## src/rtl/ssd1306_pkg.sv

```systemverilog
// ssd1306_pkg: SSD1306 command opcodes shared by the SPI receive checker,
// the init-sequence ROM generator and the init sequencer, plus the
// command decoder state type.
//   CMD_*           command opcodes
//   CONTRAST_RESET  contrast register value after display reset
//   dec_state_t     command decoder states
//   takes_skip_arg  1 for commands whose single argument the decoder ignores
package ssd1306_pkg;

  localparam logic [7:0] CMD_DISPLAY_OFF   = 8'hAE;
  localparam logic [7:0] CMD_DISPLAY_ON    = 8'hAF;
  localparam logic [7:0] CMD_NORMAL        = 8'hA6;
  localparam logic [7:0] CMD_INVERT        = 8'hA7;
  localparam logic [7:0] CMD_SET_CONTRAST  = 8'h81;
  localparam logic [7:0] CMD_CHARGE_PUMP   = 8'h8D;
  localparam logic [7:0] CMD_SET_OFFSET    = 8'hD3;
  localparam logic [7:0] CMD_SET_COM_PINS  = 8'hDA;
  localparam logic [7:0] CMD_SET_CLK_DIV   = 8'hD5;
  localparam logic [7:0] CMD_SET_PRECHARGE = 8'hD9;
  localparam logic [7:0] CMD_SET_MUX       = 8'hA8;
  localparam logic [7:0] CMD_SET_VCOMH     = 8'hDB;

  localparam logic [7:0] CONTRAST_RESET    = 8'h7F;

  typedef enum logic [1:0] {
    DEC_IDLE,
    DEC_ARG_CONTRAST,
    DEC_ARG_PUMP,
    DEC_ARG_SKIP
  } dec_state_t;

  function automatic logic takes_skip_arg(input logic [7:0] op);
    return (op == CMD_SET_OFFSET)    || (op == CMD_SET_COM_PINS) ||
           (op == CMD_SET_CLK_DIV)   || (op == CMD_SET_PRECHARGE) ||
           (op == CMD_SET_MUX)       || (op == CMD_SET_VCOMH);
  endfunction

endpackage

```

## src/rtl/ssd1306_spi_rx_if.sv

```systemverilog
// ssd1306_spi_rx_if: 4-wire OLED link pins plus the received-byte stream.
//   oled_sclk/oled_sdin/ss/oled_dc/oled_res  SPI link driven by the master side
//   byte_data/byte_dc/byte_valid             FIFO head presented by the receiver
//   byte_ready                               consumer accept
// master: SPI master + byte consumer.  slave: the receiver.
interface ssd1306_spi_rx_if;
  logic       oled_sclk;
  logic       oled_sdin;
  logic       ss;
  logic       oled_dc;
  logic       oled_res;
  logic [7:0] byte_data;
  logic       byte_dc;
  logic       byte_valid;
  logic       byte_ready;

  modport master (
    output oled_sclk, oled_sdin, ss, oled_dc, oled_res, byte_ready,
    input  byte_data, byte_dc, byte_valid
  );

  modport slave (
    input  oled_sclk, oled_sdin, ss, oled_dc, oled_res, byte_ready,
    output byte_data, byte_dc, byte_valid
  );
endinterface

```

## src/rtl/ssd1306_rx_fifo.sv

```systemverilog
// ssd1306_rx_fifo: first-word fall-through FIFO for received {dc, byte} words.
//   clk_50M, rst_n  clock, async active-low reset
//   flush           empties the FIFO (wins over push)
//   push/push_data  write request; dropped when full unless a pop frees a slot
//   pop             read request, ignored when empty
//   head            current head word, 0 when empty
//   empty/full      occupancy flags
//   drop            pulses when a push is discarded because the FIFO is full
module ssd1306_rx_fifo #(
  parameter int unsigned DEPTH = 4,
  parameter int unsigned WIDTH = 9
) (
  input  logic             clk_50M,
  input  logic             rst_n,
  input  logic             flush,
  input  logic             push,
  input  logic [WIDTH-1:0] push_data,
  input  logic             pop,
  output logic [WIDTH-1:0] head,
  output logic             empty,
  output logic             full,
  output logic             drop
);

  localparam int unsigned AW = $clog2(DEPTH);

  logic [WIDTH-1:0] mem [DEPTH];
  // One extra pointer bit distinguishes full from empty.
  logic [AW:0]      wr_ptr;
  logic [AW:0]      rd_ptr;
  logic             do_push;
  logic             do_pop;

  assign empty   = (wr_ptr == rd_ptr);
  assign full    = (wr_ptr[AW] != rd_ptr[AW]) && (wr_ptr[AW-1:0] == rd_ptr[AW-1:0]);
  assign do_pop  = pop && !empty;
  // A simultaneous pop frees the slot being written, so push is honoured when full.
  assign do_push = push && (!full || do_pop);
  assign drop    = push && full && !do_pop && !flush;
  assign head    = empty ? '0 : mem[rd_ptr[AW-1:0]];

  always_ff @(posedge clk_50M or negedge rst_n) begin
    if (!rst_n) begin
      wr_ptr <= '0;
      rd_ptr <= '0;
    end else if (flush) begin
      wr_ptr <= '0;
      rd_ptr <= '0;
    end else begin
      if (do_push) wr_ptr <= wr_ptr + 1'b1;
      if (do_pop)  rd_ptr <= rd_ptr + 1'b1;
    end
  end

  always_ff @(posedge clk_50M) begin
    if (do_push && !flush) mem[wr_ptr[AW-1:0]] <= push_data;
  end

endmodule

```

## src/rtl/ssd1306_spi_rx.sv

```systemverilog
// ssd1306_spi_rx: SSD1306-side model of the 4-wire OLED SPI link (mode 3).
// Assembles bytes from the synchronized SPI pins, tags them with D/C, queues
// them in a FWFT FIFO and tracks the display state set by commands.
//   clk_50M, rst_n   system clock, async active-low reset
//   spi              link pins in, received byte stream out (slave modport)
//   err_clr          clears overflow and frame_err
//   display_on       1 after 0xAF, 0 after 0xAE
//   inverted         1 after 0xA7, 0 after 0xA6
//   contrast         argument of the last 0x81
//   charge_pump_en   bit 2 of the last 0x8D argument
//   overflow         sticky: byte dropped on a full FIFO
//   frame_err        sticky: ss released mid-byte
//
// Decoder states:
//   state            | meaning
//   DEC_IDLE         | waiting for an opcode
//   DEC_ARG_CONTRAST | next command byte is the contrast value
//   DEC_ARG_PUMP     | next command byte is the charge pump setting (bit 2)
//   DEC_ARG_SKIP     | next command byte is an argument we do not track
module ssd1306_spi_rx
  import ssd1306_pkg::*;
#(
  parameter int unsigned LSB_FIRST   = 1,
  parameter int unsigned FIFO_DEPTH  = 4,
  parameter int unsigned SYNC_STAGES = 2
) (
  input  logic                 clk_50M,
  input  logic                 rst_n,
  ssd1306_spi_rx_if.slave      spi,
  input  logic                 err_clr,
  output logic                 display_on,
  output logic                 inverted,
  output logic [7:0]           contrast,
  output logic                 charge_pump_en,
  output logic                 overflow,
  output logic                 frame_err
);

  // Synchronizer word layout: {res, ss, dc, sdin, sclk}; idle levels res=1, ss=1, sclk=1.
  localparam logic [4:0] SYNC_IDLE = 5'b11001;

  logic [4:0] sync_pipe [SYNC_STAGES];
  logic       sclk_s, sdin_s, dc_s, ss_s, res_s;
  logic       sclk_q, ss_q;
  logic       sclk_rise, ss_rise;

  logic [2:0] bit_cnt;
  logic [7:0] shift_reg;
  logic [7:0] shift_next;
  logic       push_valid;
  logic [7:0] push_data;
  logic       push_dc;

  logic       fifo_empty, fifo_full, fifo_drop;
  logic [8:0] fifo_head;
  logic       fifo_push, fifo_pop;
  logic       cmd_strobe;
  logic       frame_err_set;

  dec_state_t dec_state;

  always_ff @(posedge clk_50M or negedge rst_n) begin
    if (!rst_n) begin
      for (int i = 0; i < int'(SYNC_STAGES); i++) sync_pipe[i] <= SYNC_IDLE;
    end else begin
      sync_pipe[0] <= {spi.oled_res, spi.ss, spi.oled_dc, spi.oled_sdin, spi.oled_sclk};
      for (int i = 1; i < int'(SYNC_STAGES); i++) sync_pipe[i] <= sync_pipe[i-1];
    end
  end

  assign {res_s, ss_s, dc_s, sdin_s, sclk_s} = sync_pipe[SYNC_STAGES-1];

  assign sclk_rise  = sclk_s && !sclk_q;
  assign ss_rise    = ss_s && !ss_q;
  assign shift_next = (LSB_FIRST != 0) ? {sdin_s, shift_reg[7:1]}
                                       : {shift_reg[6:0], sdin_s};

  // Display reset drops a partial byte silently, so frame errors need res high.
  assign frame_err_set = ss_rise && (bit_cnt != 3'd0) && res_s;

  always_ff @(posedge clk_50M or negedge rst_n) begin
    if (!rst_n) begin
      sclk_q     <= 1'b1;
      ss_q       <= 1'b1;
      bit_cnt    <= 3'd0;
      shift_reg  <= 8'h00;
      push_valid <= 1'b0;
      push_data  <= 8'h00;
      push_dc    <= 1'b0;
    end else begin
      sclk_q     <= sclk_s;
      ss_q       <= ss_s;
      push_valid <= 1'b0;
      if (!res_s || ss_s) begin
        bit_cnt <= 3'd0;
      end else if (sclk_rise) begin
        shift_reg <= shift_next;
        bit_cnt   <= bit_cnt + 3'd1;
        if (bit_cnt == 3'd7) begin
          push_valid <= 1'b1;
          push_data  <= shift_next;
          push_dc    <= dc_s;
        end
      end
    end
  end

  assign fifo_push = push_valid && res_s;
  assign fifo_pop  = !fifo_empty && spi.byte_ready;

  ssd1306_rx_fifo #(
    .DEPTH (FIFO_DEPTH),
    .WIDTH (9)
  ) u_fifo (
    .clk_50M   (clk_50M),
    .rst_n     (rst_n),
    .flush     (!res_s),
    .push      (fifo_push),
    .push_data ({push_dc, push_data}),
    .pop       (fifo_pop),
    .head      (fifo_head),
    .empty     (fifo_empty),
    .full      (fifo_full),
    .drop      (fifo_drop)
  );

  assign spi.byte_data  = fifo_head[7:0];
  assign spi.byte_dc    = fifo_head[8];
  assign spi.byte_valid = !fifo_empty;

  // A set in the same cycle as err_clr keeps the flag high.
  always_ff @(posedge clk_50M or negedge rst_n) begin
    if (!rst_n) begin
      overflow  <= 1'b0;
      frame_err <= 1'b0;
    end else begin
      overflow  <= fifo_drop     || (overflow  && !err_clr);
      frame_err <= frame_err_set || (frame_err && !err_clr);
    end
  end

  // Decoder sees every command byte at push time, even ones the FIFO drops.
  assign cmd_strobe = push_valid && !push_dc;

  always_ff @(posedge clk_50M or negedge rst_n) begin
    if (!rst_n) begin
      dec_state      <= DEC_IDLE;
      display_on     <= 1'b0;
      inverted       <= 1'b0;
      contrast       <= CONTRAST_RESET;
      charge_pump_en <= 1'b0;
    end else if (!res_s) begin
      dec_state      <= DEC_IDLE;
      display_on     <= 1'b0;
      inverted       <= 1'b0;
      contrast       <= CONTRAST_RESET;
      charge_pump_en <= 1'b0;
    end else if (cmd_strobe) begin
      case (dec_state)
        DEC_IDLE: begin
          case (push_data)
            CMD_DISPLAY_OFF:  display_on <= 1'b0;
            CMD_DISPLAY_ON:   display_on <= 1'b1;
            CMD_NORMAL:       inverted   <= 1'b0;
            CMD_INVERT:       inverted   <= 1'b1;
            CMD_SET_CONTRAST: dec_state  <= DEC_ARG_CONTRAST;
            CMD_CHARGE_PUMP:  dec_state  <= DEC_ARG_PUMP;
            default: begin
              if (takes_skip_arg(push_data)) dec_state <= DEC_ARG_SKIP;
            end
          endcase
        end
        DEC_ARG_CONTRAST: begin
          contrast  <= push_data;
          dec_state <= DEC_IDLE;
        end
        DEC_ARG_PUMP: begin
          charge_pump_en <= push_data[2];
          dec_state      <= DEC_IDLE;
        end
        default: dec_state <= DEC_IDLE;
      endcase
    end
  end

endmodule
```

## src/flat_wrapper.sv

```systemverilog
// flat-port wrapper written by rule: the top's interface ports become plain ports
module ssd1306_spi_rx_flat import ssd1306_pkg::*;
#(
  parameter int unsigned LSB_FIRST   = 1,
  parameter int unsigned FIFO_DEPTH  = 4,
  parameter int unsigned SYNC_STAGES = 2
)
  (clk_50M, rst_n, err_clr, display_on, inverted, contrast, charge_pump_en, overflow, frame_err, spi_oled_sclk, spi_oled_sdin, spi_ss, spi_oled_dc, spi_oled_res, spi_byte_ready, spi_byte_data, spi_byte_dc, spi_byte_valid);
  ssd1306_spi_rx_if spi_i ();
  input  logic clk_50M;
  input  logic rst_n;
  input  logic err_clr;
  output logic display_on;
  output logic inverted;
  output logic [7:0] contrast;
  output logic charge_pump_en;
  output logic overflow;
  output logic frame_err;
  input wire logic [$bits(spi_i.oled_sclk)-1:0] spi_oled_sclk;
  input wire logic [$bits(spi_i.oled_sdin)-1:0] spi_oled_sdin;
  input wire logic [$bits(spi_i.ss)-1:0] spi_ss;
  input wire logic [$bits(spi_i.oled_dc)-1:0] spi_oled_dc;
  input wire logic [$bits(spi_i.oled_res)-1:0] spi_oled_res;
  input wire logic [$bits(spi_i.byte_ready)-1:0] spi_byte_ready;
  output wire logic [$bits(spi_i.byte_data)-1:0] spi_byte_data;
  output wire logic [$bits(spi_i.byte_dc)-1:0] spi_byte_dc;
  output wire logic [$bits(spi_i.byte_valid)-1:0] spi_byte_valid;
  assign spi_i.oled_sclk = spi_oled_sclk;
  assign spi_i.oled_sdin = spi_oled_sdin;
  assign spi_i.ss = spi_ss;
  assign spi_i.oled_dc = spi_oled_dc;
  assign spi_i.oled_res = spi_oled_res;
  assign spi_i.byte_ready = spi_byte_ready;
  assign spi_byte_data = spi_i.byte_data;
  assign spi_byte_dc = spi_i.byte_dc;
  assign spi_byte_valid = spi_i.byte_valid;
  ssd1306_spi_rx #(.LSB_FIRST(LSB_FIRST), .FIFO_DEPTH(FIFO_DEPTH), .SYNC_STAGES(SYNC_STAGES)) u_core (.clk_50M(clk_50M), .rst_n(rst_n), .spi(spi_i), .err_clr(err_clr), .display_on(display_on), .inverted(inverted), .contrast(contrast), .charge_pump_en(charge_pump_en), .overflow(overflow), .frame_err(frame_err));
endmodule
```

## config.mk

```make
export PLATFORM = sky130hd
export DESIGN_NAME = ssd1306_spi_rx_flat
export DESIGN_NICKNAME = d
export VERILOG_FILES = /design/src/rtl/ssd1306_pkg.sv /design/src/rtl/ssd1306_spi_rx_if.sv /design/src/rtl/ssd1306_rx_fifo.sv /design/src/rtl/ssd1306_spi_rx.sv /design/src/flat_wrapper.sv
export SDC_FILE = /design/constraint.sdc
export NUM_CORES = 1
export LEC_CHECK = 0
export CORE_MARGIN = 3
export CORE_UTILIZATION = 62
export CTS_CLUSTER_DIAMETER = 120
export DETAILED_ROUTE_END_ITERATION = 8
export DONT_BUFFER_PORTS = 1
export PLACE_DENSITY = 0.86
export SKIP_LAST_GASP = 1
export SLEW_MARGIN = 20
export SYNTH_ARGS = -nofsm -noshare
export SYNTH_HDL_FRONTEND = slang
export SYNTH_SLANG_ARGS = --single-unit
```

## constraint.sdc

```tcl
create_clock -name clk_50M -period 2.5 [get_ports clk_50M]
set_clock_uncertainty 0.05 [all_clocks]
set_input_delay 0.25 -clock clk_50M [delete_from_list [all_inputs] [get_ports clk_50M]]
set_output_delay 0.25 -clock clk_50M [all_outputs]
set_load 0.005 [all_outputs]
```

Cells coloured by class:
Fill, decap, tap and diode cells in grey.
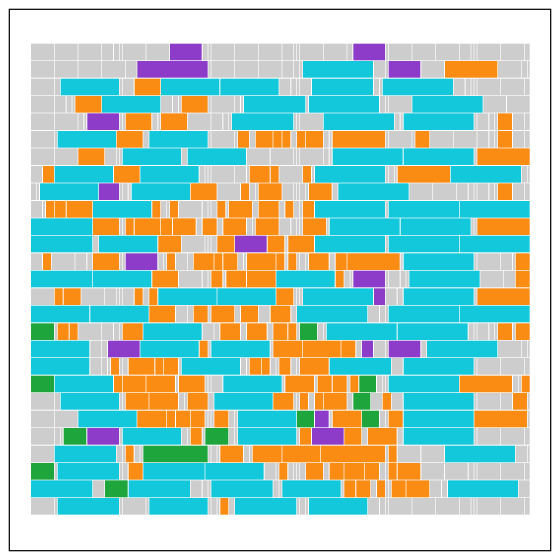
- purple: clock drivers and dummy loads (cells 16; share of their area 5.1%)
- cyan: sequential cells (cells 89; share of their area 60%)
- orange: combinational and other logic (cells 156; share of their area 32%)
- green: remaining buffers and delay cells (cells 12; share of their area 3.1%)

Placement view:
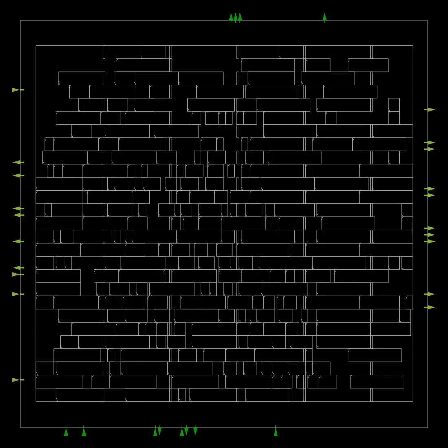
# rows: 27
Flops: 89

Routed metal, one colour a layer:
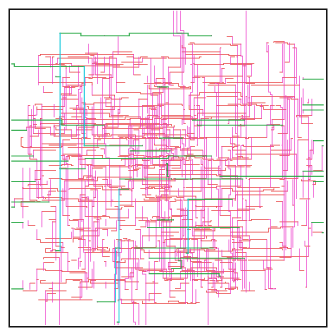
- cyan: metal 4 (wire length 143 µm)
- magenta: metal 2 (wire length 3170 µm)
- red: metal 1 (wire length 2680 µm)
- green: metal 3 (wire length 463 µm)

==> results.json <==
{
  "status": "finished clean",
  "die_y_um": 84.04,
  "finalSetupTns_ns": 0,
  "mappedNetlistArea_um2": 3776,
  "nFillCells": 367,
  "synth.distinct_cells": 50,
  "synth-main-ff-cell": "dfrtp_1",
  "io_pins": 32,
  "first_global_vias": 2141,
  "hold_path_class": "in -> reg",
  "routed-via-count": 2097,
  "synth_seq_share": 0.6425,
  "maxCapViolations": 0,
  "routabilityCongestion": 0.7737,
  "pre_cts_ws_ns": 0.1716,
  "max_clock_freq_mhz": 482.5,
  "ys_top_cells_by_count": "38 x dfrtp_1, 36 x edfxtp_1, 23 x nand2_1, 16 x mux2_2, 15 x dfstp_2",
  "path_cells": "xor2_2 -> nor4_1 -> buf_4 -> nor2_1 -> and2_1",
  "drive_above_1_share": 0.2711,
  "grt_start_max_net_pins": 54,
  "powerDensity_nw_per_um2": 640.2,
  "initCoreUtil": 0.6614,
  "cpPeakStageDelay_ns": 0.47,
  "cts_tree": "built",
  "hold_viol": 0,
  "syn_inst": 256,
  "drc": 0,
  "cts_root_buffer": "clkbuf_8",
  "total_power_mw": 2.658,
  "cp_num_buf_inv": 1,
  "viasPerCell": 6.078,
  "yosys_cells": 256,
  "ys_top_cells_by_area": "edfxtp_1 29%, dfrtp_1 25%, dfstp_2 10%",
  "cp_max_fo": 9,
  "finalSetupViolCount": 0,
  "finalWorstSetupSlack_ns": 0.4275,
  "clkSlewWorstSetupHoldPaths_ns": 0.08,
  "vdd_drop_max_mv": 0.4738,
  "dr.pass1.iters": 4,
  "syn_to_final_growth_pct": 9.940,
  "edf_count": 36,
  "totalWireLength_um": 6456,
  "drt-initial-drc-count": 127,
  "synthDominantCellAreaShare": 0.2863,
  "path_delay_family": "simple AND/OR/NAND/NOR gates",
  "p_leak_nw": 1.679,
  "grt_overflow": 0,
  "rsz0062_at_grt": "false",
  "register_area_um2": 2426,
  "antenna_found_initial": 0,
  "synth_area_leader_cell": "edfxtp_1",
  "synth_nets": 273,
  "grt_pass1_wl_um": 10730,
  "finalCriticalPeriod_ns": 2.072,
  "final_max_slew_viol_count": 0,
  "htree_levels": 3,
  "final_nets": 285,
  "clock_latency_ns": 0.35,
  "dieArea_um2": 7063,
  "antenna_cells": 0,
  "die_x_um": 84.04,
  "largest_reg_flops": 36,
  "end_kind": "register",
  "async_reset_ff_frac": 0.5955,
  "cts_max_path_buffers": 2,
  "criticalPathCategory": "reg -> reg",
  "critical-path-slowest-cell": "dfrtp_1",
  "relSlewSlack": 0.5063,
  "yosys.cell_count.top_type": "dfrtp_1",
  "synth.avg_cell_area_um2": 14.75,
  "min_period_over_period": 0.8290,
  "final_antenna_net_count": 0,
  "synth_flops": 89,
  "cp-start-kind": "register",
  "io_buffers": 0,
  "core_area_um2": 5709,
  "yosysWarnings": 0,
  "cp.arrival_ns": 2.02,
  "cts_made_buffers": 9,
  "cp_data_required_time_ns": 2.44,
  "place_hpwl_um": 4249,
  "wl_per_cell_um": 18.71,
  "clkSinkCount": 89,
  "yosysChipArea_um2": 3776,
  "cts_setup_buffers": 0,
  "final-comb-area_um2": 1266,
  "warning_count": 30,
  "worst_slew_pin_slew_ns": 0.7365,
  "track_usage": 0.2012
}
[final cells by class]
| cell class | count | area share |
|---|---|---|
| timing repair buffer | 12 | 0.03014 |
| sequential | 89 | 0.5844 |
| clock buffer | 12 | 0.03767 |
| multi-input combinational | 146 | 0.3050 |
| tap | 72 | 0.02170 |
| inverter | 10 | 0.009042 |
| clock inverter | 4 | 0.01206 |
[report_power, final]
| group | internal, mW | switching (mW) |
|---|---|---|
| sequential | 1.56 | 0.0277 |
| combinational | 0.0405 | 0.0388 |
| clock | 0.521 | 0.474 |
[worst paths after layout]
check / from / end / slack [ns] / cells past startpoint
max in group asynchronous: rst_n / u_core.contrast[0] / 1.75 / 2
worst min-delay path: err_clr / u_core.frame_err / 0.06 / 2
worst max-delay path: u_core.u_fifo.wr_ptr[0] / u_core.u_fifo.mem[1][4] / 0.43 / 5
worst min register to register: u_core.sync_pipe[6] / u_core.sdin_s / 0.31 / 0
worst max register to register: u_core.u_fifo.wr_ptr[0] / u_core.u_fifo.mem[1][4] / 0.43 / 5
min in group asynchronous: rst_n / u_core.bit_cnt[0] / 0.35 / 2
[routing by layer]
metal / GRT usage / share of wire / vias up
li1: - / - / 953
met1: 0.2497 / 0.42 / 1067
met2: 0.3178 / 0.49 / 65
met3: 0.07305 / 0.072 / 12
met4: 0.08772 / 0.022 / 0
met5: 0 / 0 / -
[kinds of logic after synthesis]
family,count (synthesis),synth area share
mux,32,0.1199
simple gates,81,0.1266
xor+xnor,5,0.01557
fa+ha+maj,9,0.02916
compound gates,19,0.04274
buf+inv,21,0.02352
flops,89,0.6425
[per-stage QoR]
| stage | cell area (µm²) | util | hold slack [ns] | cells |
|---|---|---|---|---|
| detailed placement | 3852 | 0.6748 | -0.09425 | 322 |
| CTS | 4146 | 0.7263 | 0.02354 | 345 |
| finish | 4151 | 0.7272 | 0.06262 | 345 |
| global route | 4151 | 0.7272 | 0.05876 | 345 |
| global placement | 3852 | 0.6748 | -0.09417 | 322 |
| floorplan | 3776 | - | -0.09559 | 256 |
[worst register-to-register path: stages (launching register included)]
cell,delay (ns)
dfrtp_1,0.47
xor2_2,0.31
nor4_1,0.13
buf_4,0.16
nor2_1,0.14
and2_1,0.46
[cell usage in the layout (no fill, tap or decap), types with 2 or more instances in the layout]
master,n
dfrtp_1,38
nor2b_1,11
nor2_1,7
nand3_1,8
nor3b_2,2
nor4_1,3
and2_1,4
a21boi_1,2
nor4bb_1,3
nand2b_1,4
inv_1,10
clkbuf_8,11
xor2_2,2
mux4_2,9
edfxtp_1,36
ha_1,8
dfstp_2,15
o211ai_1,4
dlygate4sd3_1,6
xnor2_1,3
mux2_2,16
buf_4,5
o21ai_0,3
a21oi_1,2
nor3b_1,2
or3_1,2
mux2i_1,7
a32oi_1,2
nand2_1,23
[what timing repair did]
item / CTS / global route
hold buffers: 7 / 0
endpoints found under the hold margin: 58 / 0
resized: 0 / 0
